**Run 1: cells coloured by class**

Bar = 100 um. Fill, decap, tap and diode cells in grey.
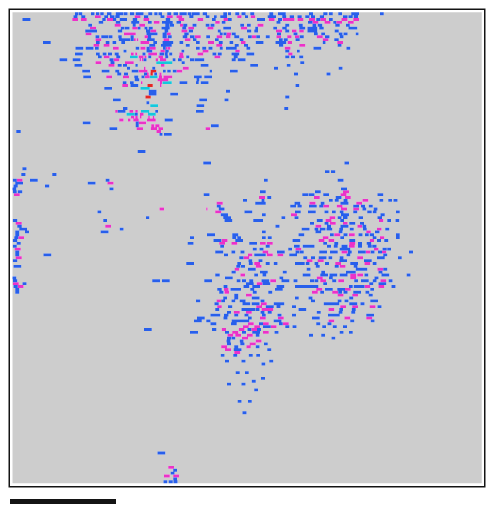
**Run 1: M2 wires**

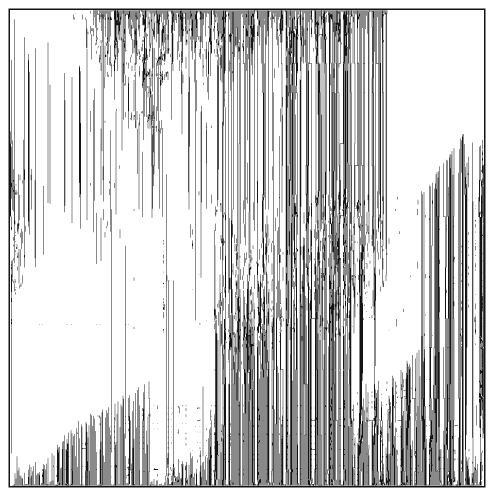
**Run 1: clock nets**

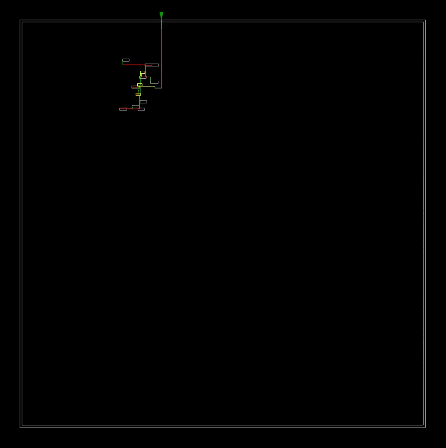
===== config.mk =====
export PLATFORM = sky130hd
export DESIGN_NAME = sram_axil_arbiter
export DESIGN_NICKNAME = d
export VERILOG_FILES = /design/src/rtl/sram_axil_arbiter.sv
export SDC_FILE = /design/constraint.sdc
export NUM_CORES = 1
export LEC_CHECK = 0
export CORE_AREA = 2 2 447 449
export CTS_BUF_LIST = sky130_fd_sc_hd__clkbuf_8
export CTS_CLUSTER_SIZE = 40
export DETAILED_ROUTE_END_ITERATION = 12
export DIE_AREA = 0 0 449 451
export PLACE_DENSITY = 0.3
export REMOVE_ABC_BUFFERS = 1
export SETUP_SLACK_MARGIN = 0.3
export SLEW_MARGIN = 10
export SYNTH_ARGS = -nofsm -noshare
export SYNTH_HDL_FRONTEND = slang
export SYNTH_SLANG_ARGS = --single-unit

===== constraint.sdc =====
create_clock -name clk -period 1.9 [get_ports clk]
set_clock_uncertainty 0.15 [all_clocks]
set_input_delay 0.475 -clock clk [delete_from_list [all_inputs] [get_ports clk]]
set_output_delay 0.475 -clock clk [all_outputs]
set_load 0.03 [all_outputs]

===== src/rtl/sram_axil_arbiter.sv =====
// Two-master AXI-Lite arbiter in front of one SRAM slave.
// Read and write paths each run their own FSM and hold one locked transaction at a time.
module sram_axil_arbiter #(
    parameter int PRIO_MODE = 0
) (
    input  logic         clk,
    input  logic         rst,

    input  logic [31:0]  m0_readAddr_addr,
    input  logic         m0_readAddr_valid,
    output logic         m0_readAddr_ready,
    output logic [127:0] m0_readData_data,
    output logic         m0_readData_valid,
    input  logic         m0_readData_ready,
    input  logic [31:0]  m0_writeAddr_addr,
    input  logic         m0_writeAddr_valid,
    output logic         m0_writeAddr_ready,
    input  logic [127:0] m0_writeData_data,
    input  logic [15:0]  m0_writeData_strb,
    input  logic         m0_writeData_valid,
    output logic         m0_writeData_ready,
    output logic [31:0]  m0_writeResp_msg,
    output logic         m0_writeResp_valid,
    input  logic         m0_writeResp_ready,

    input  logic [31:0]  m1_readAddr_addr,
    input  logic         m1_readAddr_valid,
    output logic         m1_readAddr_ready,
    output logic [127:0] m1_readData_data,
    output logic         m1_readData_valid,
    input  logic         m1_readData_ready,
    input  logic [31:0]  m1_writeAddr_addr,
    input  logic         m1_writeAddr_valid,
    output logic         m1_writeAddr_ready,
    input  logic [127:0] m1_writeData_data,
    input  logic [15:0]  m1_writeData_strb,
    input  logic         m1_writeData_valid,
    output logic         m1_writeData_ready,
    output logic [31:0]  m1_writeResp_msg,
    output logic         m1_writeResp_valid,
    input  logic         m1_writeResp_ready,

    output logic [31:0]  s_readAddr_addr,
    output logic         s_readAddr_valid,
    input  logic         s_readAddr_ready,
    input  logic [127:0] s_readData_data,
    input  logic         s_readData_valid,
    output logic         s_readData_ready,
    output logic [31:0]  s_writeAddr_addr,
    output logic         s_writeAddr_valid,
    input  logic         s_writeAddr_ready,
    output logic [127:0] s_writeData_data,
    output logic [15:0]  s_writeData_strb,
    output logic         s_writeData_valid,
    input  logic         s_writeData_ready,
    input  logic [31:0]  s_writeResp_msg,
    input  logic         s_writeResp_valid,
    output logic         s_writeResp_ready
);

    typedef enum logic [1:0] {R_IDLE, R_ADDR, R_DATA} rstate_e;
    typedef enum logic [1:0] {W_IDLE, W_REQ, W_RESP} wstate_e;

    rstate_e rstate_q, rstate_d;
    logic    rgnt_q, rgnt_d;
    logic    last_r_q, last_r_d;

    wstate_e wstate_q, wstate_d;
    logic    wgnt_q, wgnt_d;
    logic    last_w_q, last_w_d;
    logic    aw_done_q, aw_done_d;
    logic    w_done_q, w_done_d;

    logic    gArValid, gRReady;
    logic    gAwValid, gWValid, gBReady;
    logic    awFire, wFire;

    // Grant 0 selects m0, 1 selects m1; a tie goes to the master not served last unless m0 has fixed priority.
    function automatic logic pickGrant(input logic req0, input logic req1, input logic last);
        if (req0 && req1) begin
            return (PRIO_MODE == 1) ? 1'b0 : ~last;
        end
        return req0 ? 1'b0 : 1'b1;
    endfunction

    assign gArValid = rgnt_q ? m1_readAddr_valid  : m0_readAddr_valid;
    assign gRReady  = rgnt_q ? m1_readData_ready  : m0_readData_ready;
    assign gAwValid = wgnt_q ? m1_writeAddr_valid : m0_writeAddr_valid;
    assign gWValid  = wgnt_q ? m1_writeData_valid : m0_writeData_valid;
    assign gBReady  = wgnt_q ? m1_writeResp_ready : m0_writeResp_ready;

    assign s_readAddr_addr  = rgnt_q ? m1_readAddr_addr  : m0_readAddr_addr;
    assign s_writeAddr_addr = wgnt_q ? m1_writeAddr_addr : m0_writeAddr_addr;
    assign s_writeData_data = wgnt_q ? m1_writeData_data : m0_writeData_data;
    assign s_writeData_strb = wgnt_q ? m1_writeData_strb : m0_writeData_strb;

    assign m0_readData_data = s_readData_data;
    assign m1_readData_data = s_readData_data;
    assign m0_writeResp_msg = s_writeResp_msg;
    assign m1_writeResp_msg = s_writeResp_msg;

    // Done flags keep an already-accepted write channel from being re-offered while the other one waits.
    assign awFire = (wstate_q == W_REQ) && gAwValid && !aw_done_q && s_writeAddr_ready;
    assign wFire  = (wstate_q == W_REQ) && gWValid  && !w_done_q  && s_writeData_ready;

    always_ff @(posedge clk) begin
        if (rst) begin
            rstate_q <= R_IDLE;
            rgnt_q   <= 1'b0;
            last_r_q <= 1'b1;
        end else begin
            rstate_q <= rstate_d;
            rgnt_q   <= rgnt_d;
            last_r_q <= last_r_d;
        end
    end

    always_comb begin
        rstate_d          = rstate_q;
        rgnt_d            = rgnt_q;
        last_r_d          = last_r_q;
        s_readAddr_valid  = 1'b0;
        s_readData_ready  = 1'b0;
        m0_readAddr_ready = 1'b0;
        m1_readAddr_ready = 1'b0;
        m0_readData_valid = 1'b0;
        m1_readData_valid = 1'b0;
        case (rstate_q)
            R_IDLE: begin
                if (m0_readAddr_valid || m1_readAddr_valid) begin
                    rgnt_d   = pickGrant(m0_readAddr_valid, m1_readAddr_valid, last_r_q);
                    rstate_d = R_ADDR;
                end
            end
            R_ADDR: begin
                s_readAddr_valid  = gArValid;
                m0_readAddr_ready = !rgnt_q && s_readAddr_ready;
                m1_readAddr_ready = rgnt_q && s_readAddr_ready;
                if (gArValid && s_readAddr_ready) begin
                    rstate_d = R_DATA;
                end
            end
            R_DATA: begin
                m0_readData_valid = !rgnt_q && s_readData_valid;
                m1_readData_valid = rgnt_q && s_readData_valid;
                s_readData_ready  = gRReady;
                if (s_readData_valid && gRReady) begin
                    rstate_d = R_IDLE;
                    last_r_d = rgnt_q;
                end
            end
            default: rstate_d = R_IDLE;
        endcase
    end

    always_ff @(posedge clk) begin
        if (rst) begin
            wstate_q  <= W_IDLE;
            wgnt_q    <= 1'b0;
            last_w_q  <= 1'b1;
            aw_done_q <= 1'b0;
            w_done_q  <= 1'b0;
        end else begin
            wstate_q  <= wstate_d;
            wgnt_q    <= wgnt_d;
            last_w_q  <= last_w_d;
            aw_done_q <= aw_done_d;
            w_done_q  <= w_done_d;
        end
    end

    always_comb begin
        wstate_d           = wstate_q;
        wgnt_d             = wgnt_q;
        last_w_d           = last_w_q;
        aw_done_d          = aw_done_q;
        w_done_d           = w_done_q;
        s_writeAddr_valid  = 1'b0;
        s_writeData_valid  = 1'b0;
        s_writeResp_ready  = 1'b0;
        m0_writeAddr_ready = 1'b0;
        m1_writeAddr_ready = 1'b0;
        m0_writeData_ready = 1'b0;
        m1_writeData_ready = 1'b0;
        m0_writeResp_valid = 1'b0;
        m1_writeResp_valid = 1'b0;
        case (wstate_q)
            W_IDLE: begin
                if (m0_writeAddr_valid || m0_writeData_valid ||
                    m1_writeAddr_valid || m1_writeData_valid) begin
                    wgnt_d    = pickGrant(m0_writeAddr_valid || m0_writeData_valid,
                                          m1_writeAddr_valid || m1_writeData_valid, last_w_q);
                    aw_done_d = 1'b0;
                    w_done_d  = 1'b0;
                    wstate_d  = W_REQ;
                end
            end
            W_REQ: begin
                s_writeAddr_valid  = gAwValid && !aw_done_q;
                s_writeData_valid  = gWValid && !w_done_q;
                m0_writeAddr_ready = !wgnt_q && !aw_done_q && s_writeAddr_ready;
                m1_writeAddr_ready = wgnt_q && !aw_done_q && s_writeAddr_ready;
                m0_writeData_ready = !wgnt_q && !w_done_q && s_writeData_ready;
                m1_writeData_ready = wgnt_q && !w_done_q && s_writeData_ready;
                aw_done_d          = aw_done_q || awFire;
                w_done_d           = w_done_q || wFire;
                if (aw_done_d && w_done_d) begin
                    wstate_d = W_RESP;
                end
            end
            W_RESP: begin
                m0_writeResp_valid = !wgnt_q && s_writeResp_valid;
                m1_writeResp_valid = wgnt_q && s_writeResp_valid;
                s_writeResp_ready  = gBReady;
                if (s_writeResp_valid && gBReady) begin
                    wstate_d = W_IDLE;
                    last_w_d = wgnt_q;
                end
            end
            default: wstate_d = W_IDLE;
        endcase
    end

endmodule


==> impl_metrics.env, run 1 <==
# implementation run metrics
export IMPL_detail_route_first_pass_iterations=5
export IMPL_die_w_um=449
export IMPL_fin_crit_ns=2.26
export IMPL_gp_congestion=1.00
export IMPL_syn_to_final_growth_pct=193
export IMPL_tool_warnings=27
export IMPL_hold_viol=0
export IMPL_layout_drive_gt1_share_pct=54.8
export IMPL_synth_top_area_share_pct=43.5
export IMPL_rsz0062_at_grt="true"
export IMPL_drt_iter0_markers=724
export IMPL_combPwrFrac_pct=92.4
export IMPL_cap_violations=0
export IMPL_criticalPathCategory="reg2out"
export IMPL_nNetsFinal=1629
export IMPL_ys_top_cells_by_count="buf_4, mux2_2, buf_6"
export IMPL_required_ns=1.27
export IMPL_drtAntennaViolNets=0
export IMPL_area_leaders="buf_4, mux2_2, dfxtp_1, buf_6, mux2i_1"
export IMPL_ys_ff=10
export IMPL_clk_pin_slew_worst_paths_ns=0.05
export IMPL_clock_sinks=10
export IMPL_yosysMostFrequentCell="buf_4"
export IMPL_drt_wl_total_um=205000
export IMPL_p_seq_share_pct=4.0
export IMPL_io_pins=1136
export IMPL_ys_cells=634
export IMPL_powerDensity_nw_per_um2=398
export IMPL_num_vias=8559
export IMPL_ys_types=31
export IMPL_failed_checks="negative setup slack"
export IMPL_power_total_uw=6510
export IMPL_ff_type="dfxtp_1"
export IMPL_root_buffer="clkbuf_8"
export IMPL_synthCells=634
export IMPL_hpwlAfterDp_um=190000
export IMPL_reg2reg_from="rgnt_q$_SDFFE_PP0P_"
export IMPL_fp_util_pct=2.82
export IMPL_fmax_ghz=0.443
export IMPL_logic_area_um2=3620
export IMPL_p_sw_share_pct=46.3
export IMPL_switchingPower_uw=3010
export IMPL_antenna_found_initial=209
export IMPL_die_h_um=451
export IMPL_yosys_area_um2=5600
export IMPL_wl_per_cell_um=55.1
export IMPL_yosysTopAreaCell="buf_4"
export IMPL_p_leak_uw=0.00577
export IMPL_min_delay_start="last_w_q$_SDFFE_PP1P_"
export IMPL_end_kind="output pin"
export IMPL_vias_per_cell=2.30
export IMPL_cp_max_fo=9
export IMPL_relSlewSlack_pct=74.9
export IMPL_grt_use_total_pct=19.3
export IMPL_setup_ws_ns=-0.356
export IMPL_grt_start_max_net_pins=22
export IMPL_placement_io_buffers=655
export IMPL_slew_viol_final=0
export IMPL_period_used_pct=119
export IMPL_edf_count=0
export IMPL_power_frac_clock_pct=3.6
export IMPL_placed_area_um2=14000
export IMPL_fillers=23200
export IMPL_regArea_um2=211
export IMPL_remaining_drc_errors=0
export IMPL_crit_start="wgnt_q$_SDFFE_PP0P_"
export IMPL_worst_slew_pin_slew_ns=0.376
export IMPL_hold_path_class="reg2reg"
export IMPL_syn_area_um2=5600
export IMPL_dieArea_um2=202000
export IMPL_ir_drop_mv=0.128
export IMPL_seq_area_frac_synth_pct=3.58
export IMPL_clock_path_buffers=2
export IMPL_synth_area_per_cell_um2=8.83
export IMPL_crit_arrival_ns=1.63
export IMPL_crit_path_start_kind="flop"
export IMPL_cts_tree="done"
export IMPL_cts_htree_levels=1
export IMPL_grt_pass1_vias=6939
export IMPL_yosysWarnings=0
export IMPL_async_flop_share_pct=0
export IMPL_grt_remaining_overflow=0
export IMPL_internal_power_uw=3500
export IMPL_finalSetupViolations=218
export IMPL_status="finished, violations left"
export IMPL_grt_pass1_wl_um=221000
Notes on 'cells coloured by class' above:
- flops: cyan (cells 10; share of their area 1.6%)
- other buffers and delay cells: blue (cells 745; share of their area 70%)
- clock drivers and dummy loads: red (cells 4; share of their area 0.35%)
- all other logic: magenta (cells 276; share of their area 28%)
row count: 164
final instance area: 16400 um^2
final core utilization: 8.26%
core outline area: 198000 um^2
flop share of the area: 1.29%

Notes on 'M2 wires' above:
- wire length on this layer: 95.1 mm
- share of all routed wire: 46%

Notes on 'clock nets' above:
number of clock buffers in the layout: 3
Inserted Clock Buffers: 3
Late-Pin Clk Latency: 0.24 ns
flop count: 10
P_clk: 232 uW

run 1: what timing repair did:
item                       in CTS  in global routing
gates resized                 335                128
gates cloned                    7                  8
hold buffers                    0                  0
setup endpoints to repair     231                229
setup buffers                  21                 10
pin swaps                      14                 11
run 1: power by group through the flow:
stage                     Combinational [uW]  Sequential, uW  Clock (uW)
final                                   6020             261         232
after global routing                    6310             265         252
after CTS                               5880             261         241
after detailed placement                5200             254           0
after global placement                  5220             255           0
after floorplan                         1610             351           0
run 1: layer usage:
| metal | up-vias | routed length (um) | part of all wire (%) | GRT usage [%] |
|---|---|---|---|---|
| li1 | 2669 | - | - | - |
| met1 | 3788 | 53200 | 26 | 14.2 |
| met2 | 1687 | 95100 | 46 | 32.3 |
| met3 | 356 | 49300 | 24 | 22.4 |
| met4 | 59 | 3020 | 1.5 | 1.06 |
| met5 | - | 4170 | 2.0 | 13.8 |
run 1: registers in the layout, summed over array words and instances (netlist names):
signal	cells
aw_done_q	1
w_done_q	1
rgnt_q	1
last_r_q	1
rstate_q	2
wgnt_q	1
wstate_q	2
last_w_q	1
run 1: cell usage in the layout, fill, tap and decap left out, types with 3 or more instances in the layout:
cell / instances
dfxtp_1: 5
mux2_2: 35
mux2i_4: 5
clkdlybuf4s50_1: 402
buf_16: 10
dfxtp_2: 3
buf_12: 126
clkbuf_8: 3
buf_8: 34
dlygate4sd2_1: 24
diode_2: 24
inv_1: 3
nand2_1: 6
buf_4: 52
nor2_4: 4
a21oi_1: 7
clkbuf_16: 7
nor2_1: 6
mux2_4: 173
buf_6: 86
run 1: worst max-delay path, cell delays in order (launching register included):
cell     delay, ns
dfxtp_4       0.41
buf_12        0.19
buf_12        0.13
buf_12        0.12
mux2_4        0.32
buf_8         0.15
run 1: kinds of logic after synthesis:
group	after synthesis	share of synthesized area (%)
flops	10	3.58
buf+inv	350	47.4
compound gates	18	2.21
mux	213	42.7
simple gates	43	4.07
run 1: cell type report:
type	count	area share, %
multi-input cells	274	22.1
clock buffers	3	0.252
clock inverters	1	0.0229
well taps	2656	20.3
diodes	24	0.367
flip-flops and latches	10	1.29
inverters	2	0.0459
repair buffers	745	55.6
run 1: path summary, 6_finish.rpt:
kind              cells after the start  slack [ns]                  endpoint
setup / recovery                      5       -0.36       s_writeData_strb[8]
hold / removal                        2        0.40     last_w_q$_SDFFE_PP1P_
setup reg to reg                      6        0.27  rstate_q[1]$_SDFFE_PP0P_
hold reg to reg                       2        0.40     last_w_q$_SDFFE_PP1P_
run 1: through the flow:
stage | setup slack [ns] | hold WS (ns) | std cells | setup TNS, ns | util [%]
floorplan | -4.45 | 0.331 | 286 | -753.82 | -
global placement | -1.01 | 0.380 | 3641 | -27.11 | 7.06
detailed placement | -0.970 | 0.373 | 3641 | -26.77 | 7.06
CTS | -0.409 | 0.390 | 3673 | -61.19 | 7.85
global route | -0.401 | 0.437 | 3702 | -63.80 | 8.24
finish | -0.356 | 0.400 | 3715 | -53.78 | 8.26
==> run 2, diff against run 1 <==
- TNS_END_PERCENT: not set -> 10
**Run 2: clock nets**

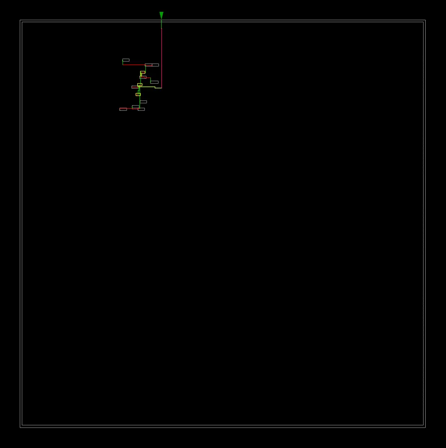
P_clk: 229 uW
CTS sink count: 10

**Run 2: cells coloured by class**

Bar = 100 um. Fill, decap, tap and diode cells in grey.
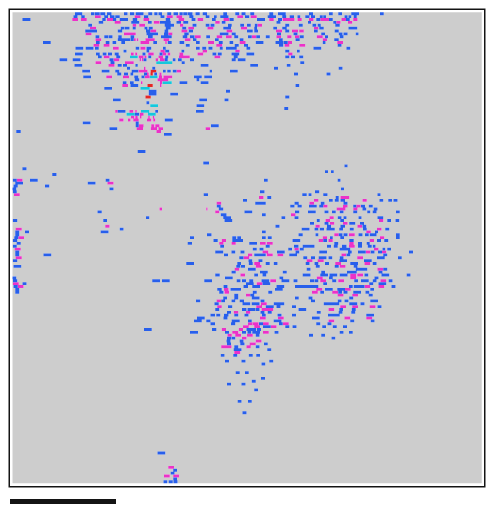
- all other logic: magenta (cells 276; share of their area 28%)
- other buffers and delay cells: blue (cells 719; share of their area 70%)
- clock drivers and dummy loads: red (cells 4; share of their area 0.37%)
- flops: cyan (cells 10; share of their area 1.7%)
final core utilization: 7.83%
final instance area: 15500 um^2
flop share of the area: 1.36%

==> run 2 against run 1 <==
Effect of this change: the flow still finishes with violations (negative setup slack); critical path depth stayed put; sequential share of layout area is 0.071 points higher; routed wire length is 0.40% lower; global-route usage hardly changed; sequential power hardly changed; cell area is 5.2% lower; register-to-register slack worse by 0.05 ns; power is 6.1% lower; hold slack better by 0.00060 ns; synthesized area stayed put; maximum frequency is 0.73% higher; via count is 0.65% lower; critical path type unchanged; critical endpoint is now s_writeAddr_addr[7]; largest power group unchanged; highest routed layer unchanged.
==> impl_metrics.env, run 2 <==
# implementation run metrics
export IMPL_rsz0062_at_grt="true"
export IMPL_insertion_delay_ns=0.24
export IMPL_fin_crit_ns=2.24
export IMPL_area_leaders="buf_4, mux2_2, dfxtp_1, buf_6, mux2i_1"
export IMPL_ys_types=31
export IMPL_hold_viol=0
export IMPL_hold_path_class="reg2reg"
export IMPL_crit_arrival_ns=1.61
export IMPL_failed_checks="negative setup slack"
export IMPL_yosysTopAreaCell="buf_4"
export IMPL_lay_top_cells="clkdlybuf4s50_1, mux2_4, buf_12, buf_6, mux2_2"
export IMPL_worst_slew_pin_slew_ns=0.364
export IMPL_fp_util_pct=2.82
export IMPL_ys_top_cells_by_count="buf_4, mux2_2, buf_6"
export IMPL_whs_ns=0.400
export IMPL_die_w_um=449
export IMPL_drt_wl_total_um=204000
export IMPL_finalSetupViolations=220
export IMPL_pre_cts_slack_ns=-0.970
export IMPL_setup_ws_ns=-0.340
export IMPL_grt_pass1_wl_um=220000
export IMPL_hpwlAfterDp_um=190000
export IMPL_cp_max_fo=8
export IMPL_cts_buffers=3
export IMPL_grt_remaining_overflow=0
export IMPL_detail_route_first_pass_iterations=7
export IMPL_grt_start_max_net_pins=22
export IMPL_status="finished, violations left"
export IMPL_clk_pin_slew_worst_paths_ns=0.05
export IMPL_drt_iter0_markers=751
export IMPL_nNetsFinal=1603
export IMPL_criticalPathCategory="reg2out"
export IMPL_remaining_drc_errors=0
export IMPL_ys_cells=634
export IMPL_fillers=23200
export IMPL_clock_path_buffers=2
export IMPL_cts_hold_buffers=0
export IMPL_relSlewSlack_pct=75.6
export IMPL_end_kind="output pin"
export IMPL_gp_congestion=1.00
export IMPL_io_pins=1136
export IMPL_drtAntennaViolNets=0
export IMPL_ys_ff=10
export IMPL_cts_htree_levels=1
export IMPL_synthCells=634
export IMPL_slew_viol_final=0
export IMPL_p_leak_uw=0.00539
export IMPL_yosysMostFrequentCell="buf_4"
export IMPL_ir_drop_mv=0.128
export IMPL_wl_per_cell_um=55.4
export IMPL_grt_use_total_pct=19.3
export IMPL_core_area_um2=198000
export IMPL_die_h_um=451
export IMPL_cts_tree="done"
export IMPL_async_flop_share_pct=0
export IMPL_required_ns=1.27
export IMPL_yosysWarnings=0
export IMPL_yosys_area_um2=5600
export IMPL_period_used_pct=118
export IMPL_edf_count=0
export IMPL_reg_top3="rstate_q x2, wstate_q x2"
export IMPL_syn_area_um2=5600
export IMPL_antenna_found_initial=213
export IMPL_power_total_uw=6110
export IMPL_synth_top_area_share_pct=43.5
export IMPL_syn_to_final_growth_pct=177
export IMPL_cap_violations=0
export IMPL_vias_per_cell=2.31
export IMPL_dieArea_um2=202000
export IMPL_grt_pass1_vias=6835
export IMPL_crit_path_start_kind="flop"
export IMPL_layout_top_cell="clkdlybuf4s50_1"
export IMPL_row_count=164
export IMPL_fmax_ghz=0.447
export IMPL_layout_drive_gt1_share_pct=53.4
export IMPL_root_buffer="clkbuf_8"
export IMPL_tool_warnings=27
export IMPL_ff_type="dfxtp_1"
export IMPL_synth_area_per_cell_um2=8.83
export IMPL_placement_io_buffers=655
export IMPL_seq_area_frac_synth_pct=3.58
export IMPL_powerDensity_nw_per_um2=394
**Run 2: M2 wires**

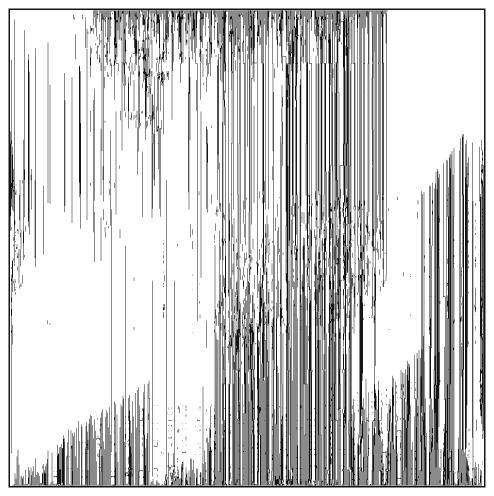
- nets with wire on the layer: 1496
- share of all routed wire: 46%
- longest straight run: 393 um
vias: 8503
grt met2 use: 32.2%

## run 2: cell counts after synthesis
No cell type changed its count.
## run 2: worst max-delay path, cell delays in order (launching register included)
cell,delay [ns]
dfxtp_4,0.40
buf_12,0.13
buf_16,0.15
clkbuf_16,0.17
mux2_4,0.33
buf_12,0.15
## run 2: timing repair
action | in CTS | in global routing
cloned | 6 | 2
gates resized | 222 | 110
pin swaps | 10 | 6
buffers inserted | 10 | 2
endpoints found under the setup margin | 231 | 229
## run 2: final timing paths
path	startpoint	cells past startpoint	end	slack (ns)
worst min register to register	last_w_q$_SDFFE_PP1P_	2	last_w_q$_SDFFE_PP1P_	0.40
worst min-delay path	last_w_q$_SDFFE_PP1P_	2	last_w_q$_SDFFE_PP1P_	0.40
worst max register to register	wgnt_q$_SDFFE_PP0P_	6	wstate_q[1]$_SDFFE_PP0P_	0.22
worst max-delay path	wgnt_q$_SDFFE_PP0P_	5	s_writeAddr_addr[7]	-0.34
## run 2: routing by layer
layer	GRT usage [%]	routed length [um]
met3	22.7	49700
met5	12.8	3910
met2	32.2	94400
met1	14.1	52400
met4	1.27	3440
## run 2: final cells by class
cell class / count / area [um^2] / share of cell area, %
repair buffers: 719 / 8480 / 54.6
multi-input cells: 274 / 3410 / 22.0
well taps: 2656 / 3320 / 21.4
flip-flops and latches: 10 / 211 / 1.36
diodes: 18 / 45.0 / 0.290
clock buffers: 3 / 41.3 / 0.266
inverters: 2 / 7.51 / 0.0484
clock inverters: 1 / 3.75 / 0.0242
## run 2: power breakdown
part           internal [uW]  switching (uW)  leakage (uW)
logic                   2840            2780       0.00528
registers                231            32.0     0.0000843
clock network            142            87.4     0.0000270
total                   3210            2900       0.00539
## run 2: kinds of logic after synthesis
kind of cell,after synthesis,synth area share (%)
multiplexers,213,42.7
buffers and inverters,350,47.4
AND/OR/NAND/NOR,43,4.07
flip-flops,10,3.58
AND-OR/OR-AND,18,2.21
## run 2: per-stage QoR
step | TNS (ns) | cell area [um^2] | instances
6_report | -53.20 | 15500 | 3683
5_1_grt | -64.42 | 15500 | 3673
4_1_cts | -61.64 | 15000 | 3661
3_5_place_dp | -26.77 | 14000 | 3641
3_3_place_gp | -27.11 | 14000 | 3641
2_1_floorplan | -753.82 | 2950 | 286
Power figures rest on the tool's default switching activity, not on a simulated workload.
